--- config.mk ---
export PLATFORM = sky130hd
export DESIGN_NAME = ifetch_unit
export DESIGN_NICKNAME = d
export VERILOG_FILES = /design/src/rtl/ifetch_pkg.sv /design/src/rtl/ifetch_fifo.sv /design/src/rtl/ifetch_unit.sv
export SDC_FILE = /design/constraint.sdc
export NUM_CORES = 1
export LEC_CHECK = 0
export CAP_MARGIN = 20
export CORE_MARGIN = 2
export CORE_UTILIZATION = 44
export DETAILED_ROUTE_END_ITERATION = 8
export MAX_ROUTING_LAYER = met4
export PLACE_DENSITY = 0.72
export SLEW_MARGIN = 10
export SYNTH_ARGS = -nofsm -noshare
export SYNTH_HDL_FRONTEND = slang
export SYNTH_SLANG_ARGS = --single-unit
--- constraint.sdc ---
create_clock -name clk -period 9.39 [get_ports clk]
set_input_delay 1.4085 -clock clk [delete_from_list [all_inputs] [get_ports clk]]
set_output_delay 1.4085 -clock clk [all_outputs]
set_load 0.05 [all_outputs]
--- src/rtl/ifetch_pkg.sv ---
// Shared types and constants for the instruction fetch stage.
package ifetch_pkg;

    typedef enum logic [1:0] {
        IDLE  = 2'd0,
        FETCH = 2'd1,
        WAIT  = 2'd2,
        DROP  = 2'd3
    } fetch_state_t;

    localparam logic [31:0] PC_STEP    = 32'd4;
    localparam logic [31:0] R15_OFFSET = 32'd8;

    typedef struct packed {
        logic [31:0] instr;
        logic [31:0] pc;
    } fetch_entry_t;

    localparam int ENTRY_W = $bits(fetch_entry_t);

endpackage

--- src/rtl/ifetch_fifo.sv ---
// Small synchronous FIFO of fetched {instr, pc} entries with a one-cycle flush.
module ifetch_fifo
    import ifetch_pkg::*;
#(
    parameter int DEPTH = 2
) (
    input  logic                       clk,
    input  logic                       rst_n,
    input  logic                       i_flush,
    input  logic                       i_push,
    input  logic [ENTRY_W-1:0]         i_data,
    input  logic                       i_pop,
    output logic [ENTRY_W-1:0]         o_head,
    output logic [$clog2(DEPTH):0]     o_count
);

    localparam int AW = $clog2(DEPTH);
    localparam logic [AW:0] FULL = (AW+1)'(DEPTH);

    logic [ENTRY_W-1:0] r_mem [DEPTH];
    logic [AW-1:0]      r_rd_ptr;
    logic [AW-1:0]      r_wr_ptr;
    logic [AW:0]        r_count;
    logic               w_pop;
    logic               w_push;

    assign w_pop  = i_pop && (r_count != '0);
    // A full FIFO may still accept a push when the head leaves in the same cycle.
    assign w_push = i_push && !i_flush && ((r_count != FULL) || w_pop);

    always_ff @(posedge clk) begin
        if (w_push) begin
            r_mem[r_wr_ptr] <= i_data;
        end
    end

    always_ff @(posedge clk or negedge rst_n) begin
        if (!rst_n) begin
            r_rd_ptr <= '0;
            r_wr_ptr <= '0;
            r_count  <= '0;
        end else if (i_flush) begin
            r_rd_ptr <= '0;
            r_wr_ptr <= '0;
            r_count  <= '0;
        end else begin
            if (w_push) begin
                r_wr_ptr <= r_wr_ptr + AW'(1);
            end
            if (w_pop) begin
                r_rd_ptr <= r_rd_ptr + AW'(1);
            end
            r_count <= r_count + (AW+1)'(w_push) - (AW+1)'(w_pop);
        end
    end

    assign o_head  = r_mem[r_rd_ptr];
    assign o_count = r_count;

endmodule

--- src/rtl/ifetch_unit.sv ---
// Fetch stage: owns the fetch PC, issues one-outstanding imem reads, buffers words for decode.
// Optional IFETCH_PERF_EN adds saturating stall_cnt / flush_cnt outputs.
module ifetch_unit
    import ifetch_pkg::*;
#(
    parameter int          DEPTH    = 2,
    parameter logic [31:0] RESET_PC = 32'h00000000
) (
    input  logic        clk,
    input  logic        reset,
    output logic        imem_req,
    output logic [31:0] imem_addr,
    input  logic        imem_gnt,
    input  logic        imem_rvalid,
    input  logic [31:0] imem_rdata,
    output logic [31:0] Instr,
    output logic [31:0] PC,
    output logic [31:0] PCPlus8,
    output logic        InstrValid,
    input  logic        InstrReady,
    input  logic        Redirect,
    input  logic [31:0] RedirectPC
`ifdef IFETCH_PERF_EN
    ,
    output logic [31:0] stall_cnt,
    output logic [31:0] flush_cnt
`endif
);

    localparam int            CW   = $clog2(DEPTH) + 1;
    localparam logic [CW-1:0] FULL = CW'(DEPTH);

    fetch_state_t  r_state;
    fetch_state_t  w_state_next;
    logic [31:0]   r_fetch_pc;
    logic [31:0]   w_fetch_pc_next;
    logic [31:0]   r_inflight_pc;
    logic [31:0]   w_inflight_pc_next;
    logic [31:0]   w_target;
    logic          w_push;
    logic          w_pop;
    logic [CW-1:0] w_count;
    fetch_entry_t  w_push_entry;
    fetch_entry_t  w_head_entry;
    logic          w_unused_redirect_lsb;

    assign w_target              = {RedirectPC[31:2], 2'b00};
    assign w_unused_redirect_lsb = ^RedirectPC[1:0];

    always_comb begin
        w_state_next       = r_state;
        w_fetch_pc_next    = r_fetch_pc;
        w_inflight_pc_next = r_inflight_pc;
        w_push             = 1'b0;
        imem_req           = 1'b0;
        case (r_state)
            IDLE: begin
                w_state_next = FETCH;
            end
            FETCH: begin
                imem_req = (w_count != FULL);
                if (imem_req && imem_gnt) begin
                    w_inflight_pc_next = r_fetch_pc;
                    w_fetch_pc_next    = r_fetch_pc + PC_STEP;
                    w_state_next       = Redirect ? DROP : WAIT;
                end
            end
            WAIT: begin
                if (imem_rvalid) begin
                    w_push       = !Redirect;
                    w_state_next = FETCH;
                end else if (Redirect) begin
                    w_state_next = DROP;
                end
            end
            DROP: begin
                if (imem_rvalid) begin
                    w_state_next = FETCH;
                end
            end
            default: begin
                w_state_next = IDLE;
            end
        endcase
        // A redirect overrides any sequential PC advance in the same cycle.
        if (Redirect) begin
            w_fetch_pc_next = w_target;
        end
    end

    always_ff @(posedge clk or negedge reset) begin
        if (!reset) begin
            r_state       <= IDLE;
            r_fetch_pc    <= {RESET_PC[31:2], 2'b00};
            r_inflight_pc <= '0;
        end else begin
            r_state       <= w_state_next;
            r_fetch_pc    <= w_fetch_pc_next;
            r_inflight_pc <= w_inflight_pc_next;
        end
    end

    assign w_push_entry.instr = imem_rdata;
    assign w_push_entry.pc    = r_inflight_pc;

    ifetch_fifo #(
        .DEPTH (DEPTH)
    ) u_fifo (
        .clk     (clk),
        .rst_n   (reset),
        .i_flush (Redirect),
        .i_push  (w_push),
        .i_data  (w_push_entry),
        .i_pop   (w_pop),
        .o_head  (w_head_entry),
        .o_count (w_count)
    );

    assign imem_addr  = r_fetch_pc;
    assign InstrValid = (w_count != '0);
    assign w_pop      = InstrValid && InstrReady;
    assign Instr      = InstrValid ? w_head_entry.instr : 32'd0;
    assign PC         = InstrValid ? w_head_entry.pc    : 32'd0;
    assign PCPlus8    = PC + R15_OFFSET;

`ifdef IFETCH_PERF_EN
    logic [31:0] r_stall_cnt;
    logic [31:0] r_flush_cnt;

    always_ff @(posedge clk or negedge reset) begin
        if (!reset) begin
            r_stall_cnt <= '0;
            r_flush_cnt <= '0;
        end else begin
            if ((r_state != IDLE) && !InstrValid && (r_stall_cnt != 32'hFFFFFFFF)) begin
                r_stall_cnt <= r_stall_cnt + 32'd1;
            end
            if (Redirect && (r_flush_cnt != 32'hFFFFFFFF)) begin
                r_flush_cnt <= r_flush_cnt + 32'd1;
            end
        end
    end

    assign stall_cnt = r_stall_cnt;
    assign flush_cnt = r_flush_cnt;
`endif

endmodule
==> images/pinout.png <==
Pins as bars across the die edge, other pins in gray.
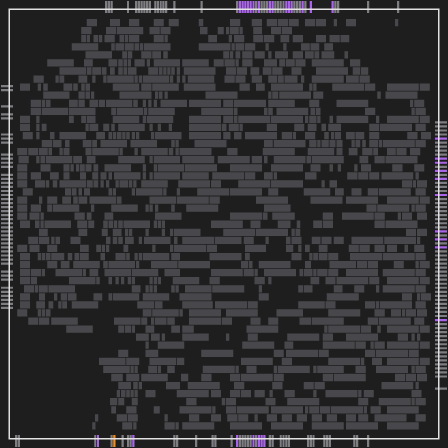
legend:
  orange:
    port: imem_rvalid
    pins: 1
    direction: input
    edge: south
  purple:
    port: PC
    pins: 32
    direction: output
    edge: 15 north, 10 east, 7 south
all pins by edge: 65 east, 49 north, 44 west, 42 south

==> images/clock_nets.png <==
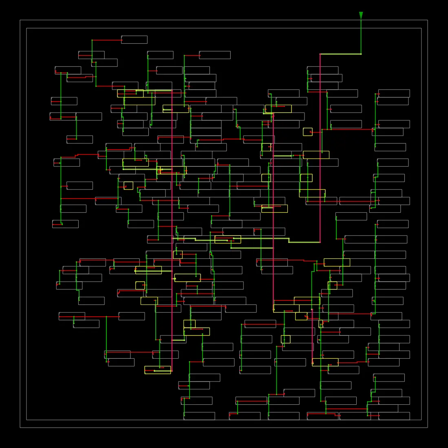
clock group power: 0.702 mW
worst skew pair latency: 430 ps
layout clock buffer count: 19

==> qor.yml <==
dr_total_vias: 5899
holdWs_ps: 474
die_h_um: 144
coreArea_mm2: 0.0194
hold_buffers: 0
clk_pin_slew_ps: 70
endpoint_kind: "output pin"
grt_max_degree: 76
cts_buffers: 17
fin_tns_setup_ps: 0
warnings: 30
area_growth_pct: 30.9
outcome: "finished, final reports clean"
port_buffers: 191
setup_viol: 0
mi_logic_area_mm2: 0.00303
crit_type: "flop to output pin"
regArea_mm2: 0.00538
netlist_top_cells_area: "edfxtp_1 (43%), dfrtp_1 (19%), mux2i_1 (7.4%), nand2_1 (5.8%), xnor2_1 (3.3%)"
power_density_mw_per_mm2: 305
fin_nets: 991
cap_viol_max_count: 0
ios: 200
utilization_pct: 58.5
largest_area_cell: "edfxtp_1"
syn-cell-area_mm2: 0.00866
routed_wl_mm: 18.9
viasPerCell: 4.94
fillers: 1659
worst_ep_required_time_ps: 7980
chipWidth_um: 144
ys_seq_share_pct: 62.0
yosys_warnings: 0
finalClockSkew_ps: 8.39
grt_usage_pct: 19.3
start_kind: "flop"
cts_resized: 0
yosysUniqueCellTypes: 43
drive_gt1_share_pct: 6.57
ir_drop_mv: 0.144
gr-total-overflow: 0
antennaDiodeCount: 0
die-area_mm2: 0.0208
crit_fanout: 41
antenna_found_initial: 0
num_rows: 51
max_freq_mhz: 182
worst_slew_pin_slew_ps: 979
rsz0062_at_grt: "no"
gp_congestion: 0.783
postCtsSetupBuffers: 0
hold_class: "flop to flop"
synth.most_common_cell: "nand2_1"
synth_top_area_share_pct: 43.0
antenna_left: 0
==> images/sizing.png <==
Bar = 50 um.
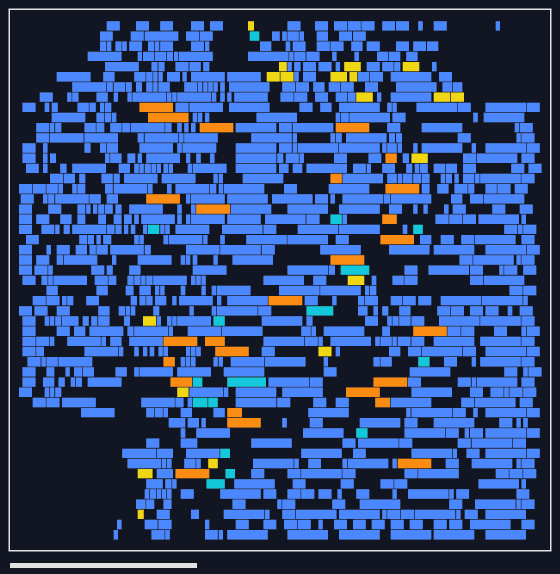
legend:
  cyan:
    size: x3 and x4
    cells: 16
    share: 1.7%
  orange:
    size: x6 and larger
    cells: 26
    share: 2.8%
  yellow:
    size: x2
    cells: 19
    share: 2.0%
  blue:
    size: x1 and smaller
    cells: 867
    share: 93%

==> images/clock_wires.png <==
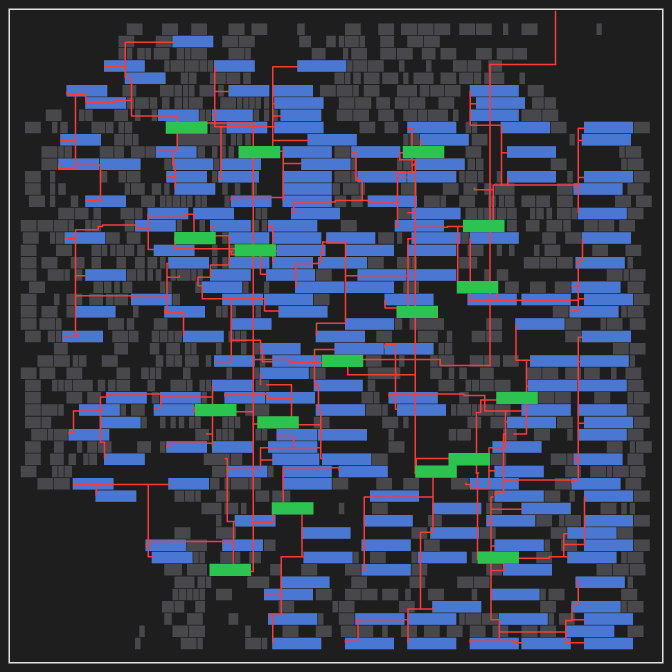
legend:
  red:
    item: clock wires
    length: 2040 um
  blue:
    item: flip-flops
    count: 190
  green:
    item: clock-net drivers
    count: 17
routed clock nets: 18
flops lie: spread over the die

-- worst max-delay path: stages, from the launching register on --
cell and delay (ps):
dfrtp_4 720, buf_4 410, nand3b_1 290, a211oi_4 370
nand4_4 310, nor4b_1 440, xor2_1 210, clkdlybuf4s50_1 820
-- layout by cell type (no fill, tap or decap), types with 3 or more instances in the layout --
master / synthesis / layout
a211oi_1: 4 / 4
a21oi_1: 4 / 3
and2_1: 4 / 3
and3_1: 5 / 5
and4_1: 5 / 5
buf_4: 8 / 6
clkbuf_16: 0 / 17
clkdlybuf4s50_1: 0 / 189
clkinv_4: 0 / 5
conb_1: 1 / 6
dfrtp_1: 66 / 65
edfxtp_1: 124 / 124
ha_1: 6 / 6
inv_1: 16 / 16
inv_6: 0 / 3
inv_8: 0 / 3
mux2i_1: 64 / 64
nand2_1: 133 / 133
nand3_1: 24 / 24
nand3b_1: 6 / 6
nand4_1: 7 / 7
nor2_1: 74 / 73
nor3_1: 15 / 15
nor3_2: 3 / 3
nor4_1: 13 / 13
nor4_2: 4 / 4
nor4b_1: 3 / 3
o21ai_0: 34 / 34
xnor2_1: 33 / 33
xor2_1: 27 / 27
-- metal layers --
metal  part of all wire [%]  global-route usage [%]  up-vias  wire length [um]
met5                      0                       -        -                 0
met4                    1.5                    6.69        0               289
li1                       -                       -     2914                 -
met1                     46                    26.0     2797              8700
met3                    5.5                    3.18       21              1030
met2                     47                    30.1      167              8910
-- through the flow --
stage	instance area [um^2]	instances	power, mW
2_1_floorplan	8680	739	2.26
3_3_place_gp	10700	1160	2.76
3_5_place_dp	10700	1160	2.78
4_1_cts	11300	1192	3.49
5_1_grt	11300	1193	3.64
6_report	11300	1193	3.46
-- cell type report --
type	count	area share (%)
timing repair buffer	198	17.3
inverter	16	0.529
tap	265	2.92
clock inverter	13	1.32
multi-input combinational	492	26.7
clock buffer	19	3.82
sequential	190	47.4
-- registers in the layout, indices dropped and copies added, names as in the netlist --
| register | flops |
|---|---|
| r_state | 2 |
| u_fifo.r_rd_ptr | 1 |
| r_inflight_pc | 30 |
| imem_addr | 30 |
| u_fifo.o_count | 2 |
| u_fifo.r_mem | 124 |
| u_fifo.r_wr_ptr | 1 |
-- logic make-up (layout without fill, tap and decap cells) --
logic type      after synthesis  in the layout  share of synthesized area (%)
xor+xnor                     60             60                           6.07
mux                          65             65                           7.52
other cells                   1              6                         0.0433
simple gates                308            308                           16.8
buf+inv                      57            246                           3.45
flops                       190            190                           62.0
fa+ha+maj                     6              6                          0.866
compound gates               47             47                           3.25
-- final timing paths --
kind,depth (start not counted),from,slack (ps),to
min in group asynchronous,2,reset,1150,r_inflight_pc[16]
max in group asynchronous,2,reset,7630,u_fifo.r_rd_ptr
hold / removal,0,r_inflight_pc[24],470,u_fifo.r_mem[0][24]
hold reg to reg,0,r_inflight_pc[24],470,u_fifo.r_mem[0][24]
setup reg to reg,10,u_fifo.o_count[1],6800,u_fifo.o_count[1]
setup / recovery,7,u_fifo.r_rd_ptr,3900,PCPlus8[23]
-- report_power, final --
| group | switching, mW | total (mW) | internal, mW |
|---|---|---|---|
| sequential | 0.122 | 1.15 | 1.03 |
| combinational | 1.09 | 1.61 | 0.518 |
| clock | 0.325 | 0.702 | 0.378 |
No activity file was given, so power comes from the tool's default toggle rates.
